**config.mk**
```make
export PLATFORM = sky130hd
export DESIGN_NAME = debounced_updown_counter
export DESIGN_NICKNAME = d
export VERILOG_FILES = /design/src/rtl/debounced_updown_counter.sv
export SDC_FILE = /design/constraint.sdc
export NUM_CORES = 1
export LEC_CHECK = 0
export ABC_AREA = 0
export CAP_MARGIN = 15
export CORE_AREA = 2 2 95 120
export DETAILED_ROUTE_END_ITERATION = 8
export DIE_AREA = 0 0 97 122
export PLACE_DENSITY_LB_ADDON = 0.12
export SYNTH_ARGS = -nofsm -noshare
export SYNTH_HDL_FRONTEND = slang
export SYNTH_SLANG_ARGS = --single-unit
```
**constraint.sdc**
```tcl
create_clock -name sysclk -period 3.5 [get_ports sysclk]
set_input_delay 0.7 -clock sysclk [delete_from_list [all_inputs] [get_ports sysclk]]
set_output_delay 0.7 -clock sysclk [all_outputs]
set_load 0.01 [all_outputs]
```
**src/rtl/debounced_updown_counter.sv**
```systemverilog
// Purpose : synchronise and debounce three raw push-buttons (up, down, clear) and drive a
//           CNT_WIDTH-bit up/down counter shown on the LEDs, with wrap-or-saturate and
//           optional hold-to-auto-repeat on up/down.
// Ports   : sysclk (clock), reset_btn (sync active-high reset), btn_up/btn_down/btn_clr
//           (raw async buttons), led (registered count), count_evt (1-cycle pulse when led
//           changes), at_max / at_min (led at all-ones / zero, decoded from the led register).
module debounced_updown_counter #(
   parameter int CNT_WIDTH       = 4,
   parameter int DEBOUNCE_CYCLES = 1_250_000,
   parameter int WRAP            = 1,
   parameter int REPEAT_DELAY    = 0,
   parameter int REPEAT_PERIOD   = 25_000_000
) (
   input  logic                 sysclk,
   input  logic                 reset_btn,
   input  logic                 btn_up,
   input  logic                 btn_down,
   input  logic                 btn_clr,
   output logic [CNT_WIDTH-1:0] led,
   output logic                 count_evt,
   output logic                 at_max,
   output logic                 at_min
);

   // Stability counter only has to reach DEBOUNCE_CYCLES-1.
   localparam int DB_W = (DEBOUNCE_CYCLES > 1) ? $clog2(DEBOUNCE_CYCLES) : 1;
   localparam logic [DB_W-1:0] DB_LAST = DB_W'(DEBOUNCE_CYCLES - 1);

   // One timer per repeat FSM serves both the initial delay and the repeat period,
   // so it is sized for the larger of the two.
   localparam int TMR_SPAN = (REPEAT_DELAY > REPEAT_PERIOD) ? REPEAT_DELAY : REPEAT_PERIOD;
   localparam int TMR_W    = (TMR_SPAN > 1) ? $clog2(TMR_SPAN) : 1;
   localparam logic [TMR_W-1:0] DLY_LAST = TMR_W'((REPEAT_DELAY  > 0) ? REPEAT_DELAY  - 1 : 0);
   localparam logic [TMR_W-1:0] PER_LAST = TMR_W'((REPEAT_PERIOD > 0) ? REPEAT_PERIOD - 1 : 0);

   localparam logic [CNT_WIDTH-1:0] CNT_MAX = '1;
   localparam logic [CNT_WIDTH-1:0] CNT_MIN = '0;

   typedef enum logic [1:0] {
      ST_IDLE = 2'd0,
      ST_HOLD = 2'd1,
      ST_RPT  = 2'd2
   } rpt_state_e;

   // Bit order for all per-button vectors: [0]=up, [1]=down, [2]=clr.
   logic [2:0]      btn_raw;
   logic [2:0]      sync1_q;
   logic [2:0]      sync2_q;
   logic [2:0]      level_q;
   logic [2:0]      level_dly_q;
   logic [DB_W-1:0] db_cnt_q [3];
   logic [2:0]      press;
   logic [1:0]      step;

   logic [CNT_WIDTH-1:0] led_q;
   logic [CNT_WIDTH-1:0] led_d;
   logic                 count_evt_q;

   assign btn_raw = {btn_clr, btn_down, btn_up};

   // ------------------------------------------------------------------
   // Synchroniser + debounce: the level only follows the synchronised
   // input after DEBOUNCE_CYCLES consecutive disagreeing samples; any
   // agreeing sample restarts the count, so short glitches vanish.
   // ------------------------------------------------------------------
   always_ff @(posedge sysclk) begin
      if (reset_btn) begin
         sync1_q     <= '0;
         sync2_q     <= '0;
         level_q     <= '0;
         level_dly_q <= '0;
         for (int i = 0; i < 3; i++) begin
            db_cnt_q[i] <= '0;
         end
      end else begin
         sync1_q     <= btn_raw;
         sync2_q     <= sync1_q;
         level_dly_q <= level_q;
         for (int i = 0; i < 3; i++) begin
            if (sync2_q[i] == level_q[i]) begin
               db_cnt_q[i] <= '0;
            end else if (db_cnt_q[i] == DB_LAST) begin
               level_q[i]  <= sync2_q[i];
               db_cnt_q[i] <= '0;
            end else begin
               db_cnt_q[i] <= db_cnt_q[i] + DB_W'(1);
            end
         end
      end
   end

   // Rising edge of the debounced level; releases are deliberately ignored.
   assign press = level_q & ~level_dly_q;

   // ------------------------------------------------------------------
   // Step generation for up (g=0) and down (g=1). With REPEAT_DELAY==0
   // the FSM never leaves IDLE and a step is just the press pulse.
   // ------------------------------------------------------------------
   for (genvar g = 0; g < 2; g++) begin : g_rpt
      rpt_state_e       state_q;
      rpt_state_e       state_d;
      logic [TMR_W-1:0] tmr_q;
      logic [TMR_W-1:0] tmr_d;
      logic             rpt_step;

      always_ff @(posedge sysclk) begin
         if (reset_btn) begin
            state_q <= ST_IDLE;
            tmr_q   <= '0;
         end else begin
            state_q <= state_d;
            tmr_q   <= tmr_d;
         end
      end

      always_comb begin
         state_d  = state_q;
         tmr_d    = tmr_q;
         rpt_step = 1'b0;
         case (state_q)
            ST_IDLE: begin
               if (press[g]) begin
                  rpt_step = 1'b1;
                  tmr_d    = '0;
                  if (REPEAT_DELAY != 0) begin
                     state_d = ST_HOLD;
                  end
               end
            end
            ST_HOLD: begin
               if (!level_q[g]) begin
                  state_d = ST_IDLE;
               end else if (tmr_q == DLY_LAST) begin
                  rpt_step = 1'b1;
                  tmr_d    = '0;
                  state_d  = ST_RPT;
               end else begin
                  tmr_d = tmr_q + TMR_W'(1);
               end
            end
            ST_RPT: begin
               if (!level_q[g]) begin
                  state_d = ST_IDLE;
               end else if (tmr_q == PER_LAST) begin
                  rpt_step = 1'b1;
                  tmr_d    = '0;
               end else begin
                  tmr_d = tmr_q + TMR_W'(1);
               end
            end
            default: begin
               state_d = ST_IDLE;
               tmr_d   = '0;
            end
         endcase
      end

      assign step[g] = rpt_step;
   end

   // ------------------------------------------------------------------
   // Counter: clear wins, simultaneous up+down cancel, then up, then down.
   // ------------------------------------------------------------------
   always_comb begin
      led_d = led_q;
      if (press[2]) begin
         led_d = CNT_MIN;
      end else if (step[0] && step[1]) begin
         led_d = led_q;
      end else if (step[0]) begin
         if (led_q == CNT_MAX) begin
            led_d = (WRAP != 0) ? CNT_MIN : CNT_MAX;
         end else begin
            led_d = led_q + CNT_WIDTH'(1);
         end
      end else if (step[1]) begin
         if (led_q == CNT_MIN) begin
            led_d = (WRAP != 0) ? CNT_MAX : CNT_MIN;
         end else begin
            led_d = led_q - CNT_WIDTH'(1);
         end
      end
   end

   always_ff @(posedge sysclk) begin
      if (reset_btn) begin
         led_q       <= '0;
         count_evt_q <= 1'b0;
      end else begin
         led_q       <= led_d;
         // Saturated steps and clear-at-zero leave led alone, so no event.
         count_evt_q <= (led_d != led_q);
      end
   end

   assign led       = led_q;
   assign count_evt = count_evt_q;
   assign at_max    = (led_q == CNT_MAX);
   assign at_min    = (led_q == CNT_MIN);

endmodule
```
Fig. 1: drive-strength map
(3 px per µm)
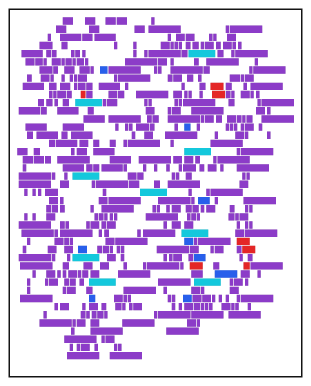
| color | size | cells | share |
|---|---|---|---|
| red | _2 cells | 7 | 1.5% |
| blue | _3 and _4 cells | 9 | 1.9% |
| cyan | _6 and larger | 9 | 1.9% |
| purple | _0 and _1 cells | 452 | 95% |
PnR worst setup slack: 1.006 ns
Syn-to-layout area delta: 17.78%

Fig. 2: placed cells, one color a class
(3 px per µm) Fill, decap, tap and diode cells in gray.
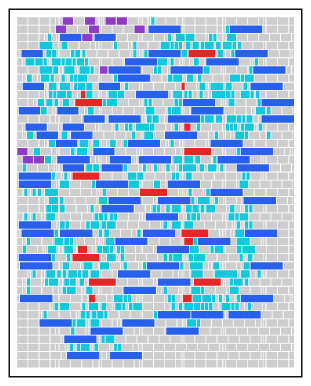
| color | class | cells |
|---|---|---|
| purple | remaining buffers and delay cells | 12 |
| red | clock drivers and dummy loads | 16 |
| cyan | combinational and other logic | 369 |
| blue | sequential cells | 80 |
Core ar.: 0.01081 mm²
Design Area, Final: 0.004898 mm²
register fraction of the total cell area: 45.57%
Std-Cell Rows: 43

Fig. 3: logic cells by family
(3 px per µm)
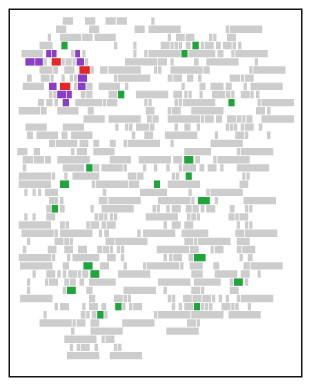
| color | family | cells |
|---|---|---|
| purple | aoi and oai cells | 12 |
| red | non-inverting ao/oa cells | 3 |
| green | and/or cells | 20 |

Fig. 4: congestion heat map
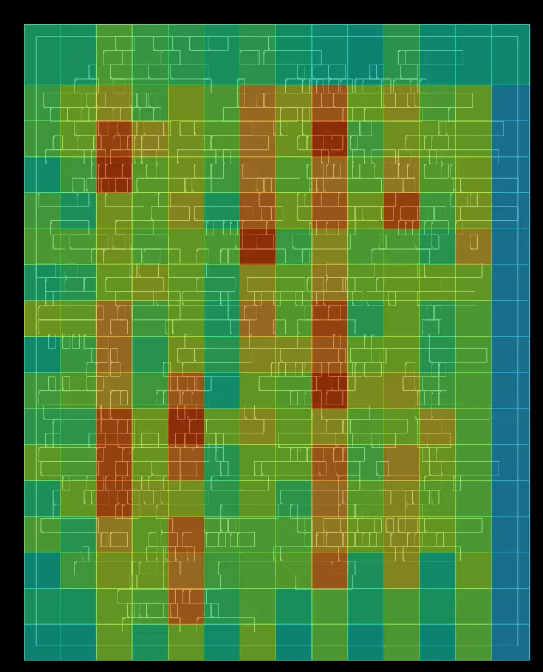
met3 usage: 2.180%
gr busiest metal: met2

Fig. 5: met3 routing
(4 px per µm)
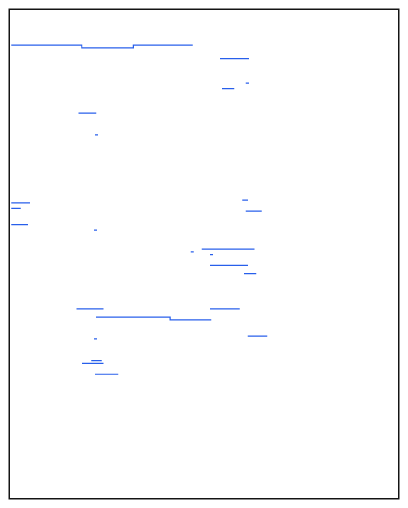
nets with wire on the layer: 14
longest straight run: 18.4 µm
share of all routed wire: 2.3%
main direction: horizontal
wire length on this layer: 162 µm

==> results.toml <==
# implementation run metrics
[run_status]
status = "finished, final reports clean"

[worst_setup_path]
crit_required_ns = 3.56
cp_slowest_stage_delay_ns = 0.66
critical_path_arrival_ns = 2.55
worstPathCellList = "nor4bb_1 > nand2_1 > nor4_1 > or3_1 > nor2_1"
r2r_slack_ns = 1.01
r2r-end = "db_cnt_q[0][13]"
worst_setup_path_end_kind = "flip-flop"
critPathMaxFanout = 21
cp_top_family = "simple AND/OR/NAND/NOR gates"

[cts]
htreeDepth = 3
postCtsHoldBufs = 0
cts_buffers = 9
cts_tree = "done"

[yosys]
synth.logic.top_family = "simple AND/OR/NAND/NOR gates"
synth.cellmix.simpleShare_pct = 25.90
ys_sh_mux_pct = 0.9627
ys_seq_share_pct = 53.67
ys_sh_aoi_pct = 2.677
avgSynthCellArea_um2 = 10.48
topCellsByArea = "edfxtp_1 (45%), dfxtp_1 (8.2%), nor2_1 (7.7%), xnor2_1 (7.2%), xor2_1 (5.7%)"
ys_cells = 397
most_common_cell = "nor2_1"
xor_area_share_pct = 12.85
ys_sh_adder_pct = 1.504
yosys_area_mm2 = 0.004159
synthCells = 397
netlist_area_mm2 = 0.004159

[layout]
largest_class = "flip-flops and latches"
comb_area_mm2 = 0.002062
fillers = 1044
clock_area_share_pct = 5.568
drive_gt1_share_pct = 5.241
seq_area_mm2 = 0.002232
n_antenna_cell = 0
largest_register_ffs = 63
n_all_inverters = 12
flops = 80
nonClockBufferCount = 12

[placement]
gp_congestion = 0.7954
placed_area_mm2 = 0.004626
port_buffers = 11
dpl_worst_slack_ns = 0.9895

[floorplan]
tap-cell-count = 135
chip_area_mm2 = 0.01183
initCoreUtil_pct = 38.46
ios = 12
die_h_um = 122

[grt]
grt_usage_pct = 13.02
grt_pass1_wl_mm = 12.34
grt_max_degree = 22
antenna_found_initial = 0

[routing]
drt_pre_antenna_iters = 4
route.met3.wl_um = 161
finalWirelength_mm = 6.988
via_per_inst = 4.708

[final_timing]
finClkSkew_ns = 0.004554
max_freq_mhz = 400.9
tightest_slew_ns = 0.7374

[hold_path]
hold_depth = 1
hold_end = "sync2_q[0]"

[power]
p_per_area_mw_per_mm2 = 419.6
[report_power, final]
group / switching [mW] / total [mW] / internal [mW]
Sequential: 0.0401 / 1.10 / 1.06
Clock: 0.377 / 0.860 / 0.483
Combinational: 0.0503 / 0.0938 / 0.0435
Total: 0.467 / 2.06 / 1.59
[cell usage in the layout, fill, tap and decap left out, types with 4 or more instances in the layout]
cell type,n
nor2_1,85
edfxtp_1,63
conb_1,63
xnor2_1,34
nand2_1,28
xor2_1,27
nand3_1,21
dfxtp_1,17
inv_1,12
nor2b_1,12
clkdlybuf4s50_1,11
nor3_1,9
nand4_1,9
clkbuf_16,9
nor4_1,8
and3_1,7
and4_1,5
ha_1,5
nand2b_1,4
nor4b_1,4
or3_1,4
mux2i_1,4
